==> config.mk <==
export PLATFORM = sky130hd
export DESIGN_NAME = cpu_step_ctrl_flat
export DESIGN_NICKNAME = d
export VERILOG_FILES = /design/src/rtl/cpu_clk_pkg.sv /design/src/rtl/cpu_step_ctrl_if.sv /design/src/rtl/btn_debounce.sv /design/src/rtl/cpu_step_ctrl.sv /design/src/flat_wrapper.sv
export SDC_FILE = /design/constraint.sdc
export NUM_CORES = 1
export LEC_CHECK = 0
export CORE_MARGIN = 3
export CORE_UTILIZATION = 58
export DETAILED_ROUTE_END_ITERATION = 12
export PLACE_DENSITY_LB_ADDON = 0.12
export SYNTH_ARGS = -nofsm -noshare
export SYNTH_HDL_FRONTEND = slang
export SYNTH_SLANG_ARGS = --single-unit
==> constraint.sdc <==
create_clock -name clk -period 3.4 [get_ports clk]
set_clock_uncertainty 0.2 [all_clocks]
set_input_delay 0.68 -clock clk [delete_from_list [all_inputs] [get_ports clk]]
set_output_delay 0.68 -clock clk [all_outputs]
set_load 0.02 [all_outputs]
==> src/rtl/cpu_clk_pkg.sv <==
// rtl/cpu_clk_pkg.sv - shared debounce state encoding and defaults for the CPU step controller
// Purpose: debounce FSM state type, default parameters and the debounce counter width helper.
// Ports: none (package).
package cpu_clk_pkg;

  localparam int DB_CYCLES_DEFAULT = 20000;
  localparam int CNT_W_DEFAULT     = 16;

  typedef enum logic [1:0] {
    IDLE         = 2'd0,
    PRESS_WAIT   = 2'd1,
    HELD         = 2'd2,
    RELEASE_WAIT = 2'd3
  } db_state_t;

  // ceil(log2(cycles)), at least one bit so tiny DB_CYCLES still elaborate
  function automatic int db_cnt_width(input int cycles);
    return (cycles > 2) ? $clog2(cycles) : 1;
  endfunction

endpackage

==> src/rtl/cpu_step_ctrl_if.sv <==
// rtl/cpu_step_ctrl_if.sv - control/status bundle between the board and the CPU step controller
// Purpose: groups the asynchronous board inputs, halt and the CPU advance outputs.
// Ports (signals): clk_sys, btn_step, sw_run, halt (to controller);
//                  cpu_en, step_count[CNT_W], run_mode (from controller).
interface cpu_step_ctrl_if
  import cpu_clk_pkg::*;
#(
  parameter int CNT_W = CNT_W_DEFAULT
);
  logic             clk_sys;
  logic             btn_step;
  logic             sw_run;
  logic             halt;
  logic             cpu_en;
  logic [CNT_W-1:0] step_count;
  logic             run_mode;

  modport master (
    output clk_sys, btn_step, sw_run, halt,
    input  cpu_en, step_count, run_mode
  );

  modport slave (
    input  clk_sys, btn_step, sw_run, halt,
    output cpu_en, step_count, run_mode
  );
endinterface

==> src/rtl/btn_debounce.sv <==
// rtl/btn_debounce.sv - 2-flop synchronizer plus debounce FSM for the single-step button
// Purpose: emits one step_pulse per accepted press, however long the button is held.
// Ports: clk, rst_n (async active-low), btn (raw async button), step_pulse (1-cycle pulse).
module btn_debounce
  import cpu_clk_pkg::*;
#(
  parameter int DB_CYCLES = DB_CYCLES_DEFAULT
) (
  input  logic clk,
  input  logic rst_n,
  input  logic btn,
  output logic step_pulse
);

  localparam int            CW   = db_cnt_width(DB_CYCLES);
  // The counter starts at 0 on entry, so leaving when the pre-increment value is
  // DB_CYCLES-2 means the incremented value reaches DB_CYCLES-1 and never wraps.
  localparam logic [CW-1:0] LAST = CW'(DB_CYCLES - 2);

  logic          btn_s1;
  logic          btn_s2;
  db_state_t     state;
  logic [CW-1:0] cnt;

  always_ff @(posedge clk or negedge rst_n) begin
    if (!rst_n) begin
      btn_s1     <= 1'b0;
      btn_s2     <= 1'b0;
      state      <= IDLE;
      cnt        <= '0;
      step_pulse <= 1'b0;
    end else begin
      btn_s1     <= btn;
      btn_s2     <= btn_s1;
      step_pulse <= 1'b0;
      case (state)
        IDLE: begin
          if (btn_s2) begin
            state <= PRESS_WAIT;
            cnt   <= '0;
          end
        end
        PRESS_WAIT: begin
          if (!btn_s2) begin
            state <= IDLE;
          end else begin
            cnt <= cnt + CW'(1);
            if (cnt == LAST) begin
              state      <= HELD;
              step_pulse <= 1'b1;
            end
          end
        end
        HELD: begin
          if (!btn_s2) begin
            state <= RELEASE_WAIT;
            cnt   <= '0;
          end
        end
        RELEASE_WAIT: begin
          if (btn_s2) begin
            state <= HELD;
          end else begin
            cnt <= cnt + CW'(1);
            if (cnt == LAST) state <= IDLE;
          end
        end
        default: state <= IDLE;
      endcase
    end
  end

endmodule

==> src/rtl/cpu_step_ctrl.sv <==
// rtl/cpu_step_ctrl.sv - CPU advance enable generator: free-run from clk_sys or debounced single step
// Purpose: issues one-cycle cpu_en pulses from clk_sys rising edges (run mode) or accepted
//          button presses (step mode), gated by halt, and counts the pulses issued.
// Ports: clk, rst_n (async active-low); bus (slave): clk_sys, btn_step, sw_run, halt in;
//        cpu_en, step_count, run_mode out.
module cpu_step_ctrl
  import cpu_clk_pkg::*;
#(
  parameter int DB_CYCLES = DB_CYCLES_DEFAULT,
  parameter int CNT_W     = CNT_W_DEFAULT
) (
  input logic            clk,
  input logic            rst_n,
  cpu_step_ctrl_if.slave bus
);

  logic             sys_s1;
  logic             sys_s2;
  logic             sys_prev;
  logic             sw_s1;
  logic             sw_s2;
  logic             run_q;
  logic             en_q;
  logic [CNT_W-1:0] count_q;
  logic             step_pulse;
  logic             tick;
  logic             en_next;

  btn_debounce #(
    .DB_CYCLES (DB_CYCLES)
  ) u_debounce (
    .clk        (clk),
    .rst_n      (rst_n),
    .btn        (bus.btn_step),
    .step_pulse (step_pulse)
  );

  assign tick = sys_s2 & ~sys_prev;

  // run_q is the registered mode, so an event coinciding with a mode change uses the old mode;
  // the source not selected is simply dropped, as is anything arriving while halted.
  assign en_next = (run_q ? tick : step_pulse) & ~bus.halt;

  always_ff @(posedge clk or negedge rst_n) begin
    if (!rst_n) begin
      sys_s1   <= 1'b0;
      sys_s2   <= 1'b0;
      sys_prev <= 1'b0;
      sw_s1    <= 1'b0;
      sw_s2    <= 1'b0;
      run_q    <= 1'b0;
      en_q     <= 1'b0;
      count_q  <= '0;
    end else begin
      sys_s1   <= bus.clk_sys;
      sys_s2   <= sys_s1;
      sys_prev <= sys_s2;
      sw_s1    <= bus.sw_run;
      sw_s2    <= sw_s1;
      run_q    <= sw_s2;
      en_q     <= en_next;
      if (en_next) count_q <= count_q + CNT_W'(1);
    end
  end

  assign bus.cpu_en     = en_q;
  assign bus.step_count = count_q;
  assign bus.run_mode   = run_q;

endmodule
==> src/flat_wrapper.sv <==
// flat-port wrapper written by rule: the top's interface ports become plain ports
module cpu_step_ctrl_flat import cpu_clk_pkg::*;
#(
  parameter int DB_CYCLES = DB_CYCLES_DEFAULT,
  parameter int CNT_W     = CNT_W_DEFAULT
)
  (clk, rst_n, bus_clk_sys, bus_btn_step, bus_sw_run, bus_halt, bus_cpu_en, bus_step_count, bus_run_mode);
  cpu_step_ctrl_if #(.CNT_W(CNT_W)) bus_i ();
  input logic clk;
  input logic rst_n;
  input wire logic [$bits(bus_i.clk_sys)-1:0] bus_clk_sys;
  input wire logic [$bits(bus_i.btn_step)-1:0] bus_btn_step;
  input wire logic [$bits(bus_i.sw_run)-1:0] bus_sw_run;
  input wire logic [$bits(bus_i.halt)-1:0] bus_halt;
  output wire logic [$bits(bus_i.cpu_en)-1:0] bus_cpu_en;
  output wire logic [$bits(bus_i.step_count)-1:0] bus_step_count;
  output wire logic [$bits(bus_i.run_mode)-1:0] bus_run_mode;
  assign bus_i.clk_sys = bus_clk_sys;
  assign bus_i.btn_step = bus_btn_step;
  assign bus_i.sw_run = bus_sw_run;
  assign bus_i.halt = bus_halt;
  assign bus_cpu_en = bus_i.cpu_en;
  assign bus_step_count = bus_i.step_count;
  assign bus_run_mode = bus_i.run_mode;
  cpu_step_ctrl #(.DB_CYCLES(DB_CYCLES), .CNT_W(CNT_W)) u_core (.clk(clk), .rst_n(rst_n), .bus(bus_i));
endmodule
Fig. 1: met1 routing
Cells faint in the background.
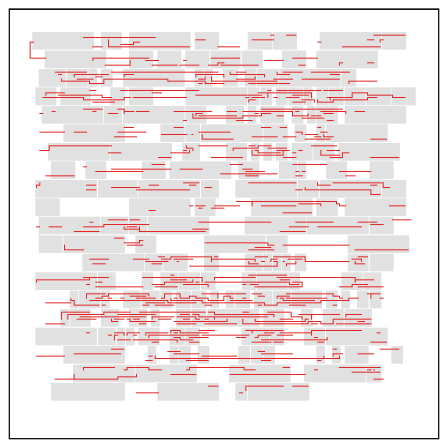
main direction: horizontal
share of all routed wire: 45%
wire length on this layer: 1,510 um

Fig. 2: met2 routing
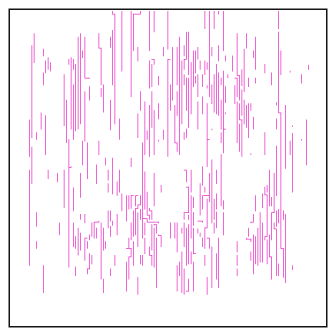
longest straight run: 27.0 um
share of all routed wire: 48%
main direction: vertical
nets with wire on the layer: 178
routed via count: 1,344
GR met2 Demand/Resource: 29.6%
total detailed-routing wirelength: 3.32 mm

Fig. 3: metal 3
Cells faint in the background.
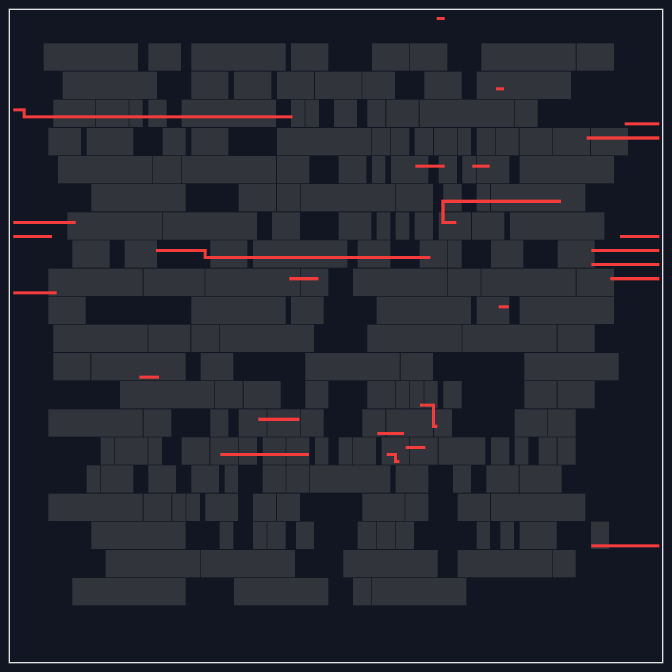
share of all routed wire: 4.5%
nets with wire on the layer: 21
wire length on this layer: 148 um
longest straight run: 25.8 um

Fig. 4: sequential cells colored by netlist name
Bar = 20 um.
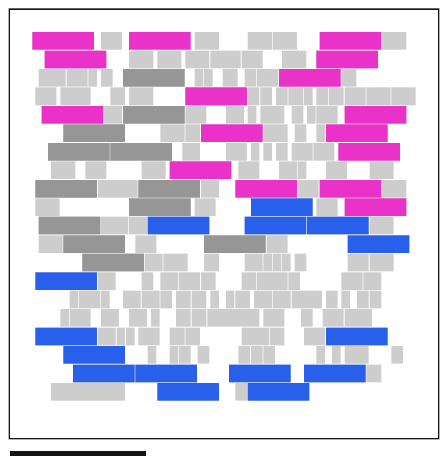
legend:
  blue:
    netlist_name: `u_core.u_debounce.cnt`
    sequential_cells: 15
  magenta:
    netlist_name: `u_core.bus.step_count`
    sequential_cells: 16
not colored: 12
Storage cell area: 1080 um^2
Sequential Power: 0.591 mW
Util after Layout: 72.9%

==> run summary <==
The run has ended; figures from its reports follow.

Ranking logic cells in the layout by count gives the top entries 43 x dfrtp_1, 22 x clkdlybuf4s50_1, 17 x nand2_1. By instance count after routing, the leading logic cell type is dfrtp_1. The fraction of area in clock buffers and inverters is 3.62%. The depth of the worst hold-timing path is 0. The synthesized flop and latch total came out at 43. The run reported a max-capacitance violation count of 0. The final worst hold slack came out at roughly 0.16 ns. Counting instances in the post-synthesis netlist gives the leading cell types as 43 x dfrtp_1, 17 x nand2_1, 12 x nand3_1. For this run, the script counts the antenna cells in the layout as 0. The global-route congestion overflow total is 0. The static power due to leakage is a little under 1 nW.

The slew at the pin with the worst max-slew slack is approximately 0.90 ns. The largest total area in the synthesized netlist belongs to dfrtp_1. According to the CTS report, the clock sink count is 43. The number of signal-net inverters in the final layout came out at 1. The number of inserted filler cells in the final layout came out at around 220.

The initial antenna violation count is 0. The number of buffers inserted by port buffering came out at 23. In the post-synthesis netlist, the biggest area contributors are dfrtp_1 57%, xnor2_1 5.1%, xor2_1 4.6%.

In this run the number of H-tree levels came out at 2. Per the synthesis report, the simple-gate share of the synthesized area is a little over a fifth. The power report lists cell-internal power as 0.777 mW.

The group drawing the most power is sequential cells. The via count of the first global-routing pass is ~1,300. The synthesis report names the predominant flop master as dfrtp_1. The synthesized area came out at around 1900 um^2. The number of enable-type register cells in the synthesized netlist is 0. The post-route report lists met1 wire length as 1.51 mm. The cell count after synthesis came out at 162. The fraction of area in registers came out at 47.9%. The routability-driven placement congestion ratio is 0.793. The count of multi-input combinational gates came out at 116. The critical path class is reg2out. As reported, the later end of the worst-skew pair has a clock insertion delay of 0.35 ns. Routed signal wires occupy layers up through met4. The proportion of layout cells with a drive suffix above 1 is under 10%. The post-CTS setup buffer count is 0. The largest contributor to cell area by class is sequential cells. For this design the total switching power over the nets is 0.284 mW. In this run the number of cells on the critical path is 1.

The multi-input logic area came out at 796 um^2. The number of logged tool warnings came out at 27. The net count after synthesis is 171.

The sum of negative setup slack is 0 ns. The run finished with clean final reports. The final layout report lists a clock buffer count of 5. The average wire length per cell after detail routing came out at 14.1 um. According to the timing report, the critical path is launched from u_core.bus.step_count[7]. The maximum single-stage delay on the critical path came out at 0.65 ns. The CTS report gives the tree buffer count as 5. The worst VDD IR drop from the latest analysis is 432 uV. The final timing report counts setup violations totalling 0. For reference, full adder, half adder and majority cells occupy between 1.5 and 2% of the area reported after synthesis.

The half-perimeter wire length after placement came out at 2.52 mm. The synthesized-area fraction occupied by ao, oa, aoi and oai cells is 6.03%. The detailed router's first-iteration violation count came out at roughly 77.

CTS placed an instance of clkbuf_4 at the clock tree root. The number of cells on the worst reg-to-reg path came out at 4. Setup repair after global routing left no endpoint under its margin.

The arrival time of data at the worst endpoint is listed as 1.45 ns. The power per unit of standard cell area is 473 nW/um^2. The sum of buffers and inverters on the critical path is 1.

The standard cell with the maximum stage delay on the critical path is clkdlybuf4s50_1. Global routing consumed, on the met1 layer, approximately a quarter of the routing resources. Detailed routing placed a total of 1.58 mm of wire on met2. met2 is the most crowded layer. The sequential share of power came out at 55.7%. The met3 track utilization from global routing came out at 4.50%. Per the breakdown, switching nets consume 26.8% of all power.

The fraction of cell area in non-clock buffers is between 10% and 20%. Looking at hold timing, the worst path starts from u_core.sys_s1. STA classifies the critical path endpoint as a primary output.

From left edge to right edge, the die measures 63.0 um. In this run the critical register-to-register path is captured at u_core.u_debounce.cnt[10]. STA reports a reg2reg setup slack of 1.43 ns. The count of antenna-violating nets left after detailed routing came out at 0. The most popular library cell in the synthesized design by count is dfrtp_1. Entering global routing, the biggest net connects roughly 44 pins. The worst hold path terminates at u_core.sys_s2. The number of rows created at floorplan came out at 20. The signal on the critical path passes through clkdlybuf4s50_1. TritonCTS built the clock tree. The remaining max-slew budget at the tightest pin is 39.9%.

According to the cell report, flip-flops and latches in the layout number 43. The net count reported at finish came out at about 200. The average via count per standard cell is 5.69. The synthesis run shows multiplexers occupying 1.72% of the cell area. The placed cell area came out at ~2200 um^2.

The flip-flop count of the largest register after layout is 16. In this run, the synthesized area fraction spent on xor and xnor cells is recorded as 10.6%. The design draws 1.06 mW.
Power is estimated from default activity; no workload was simulated.
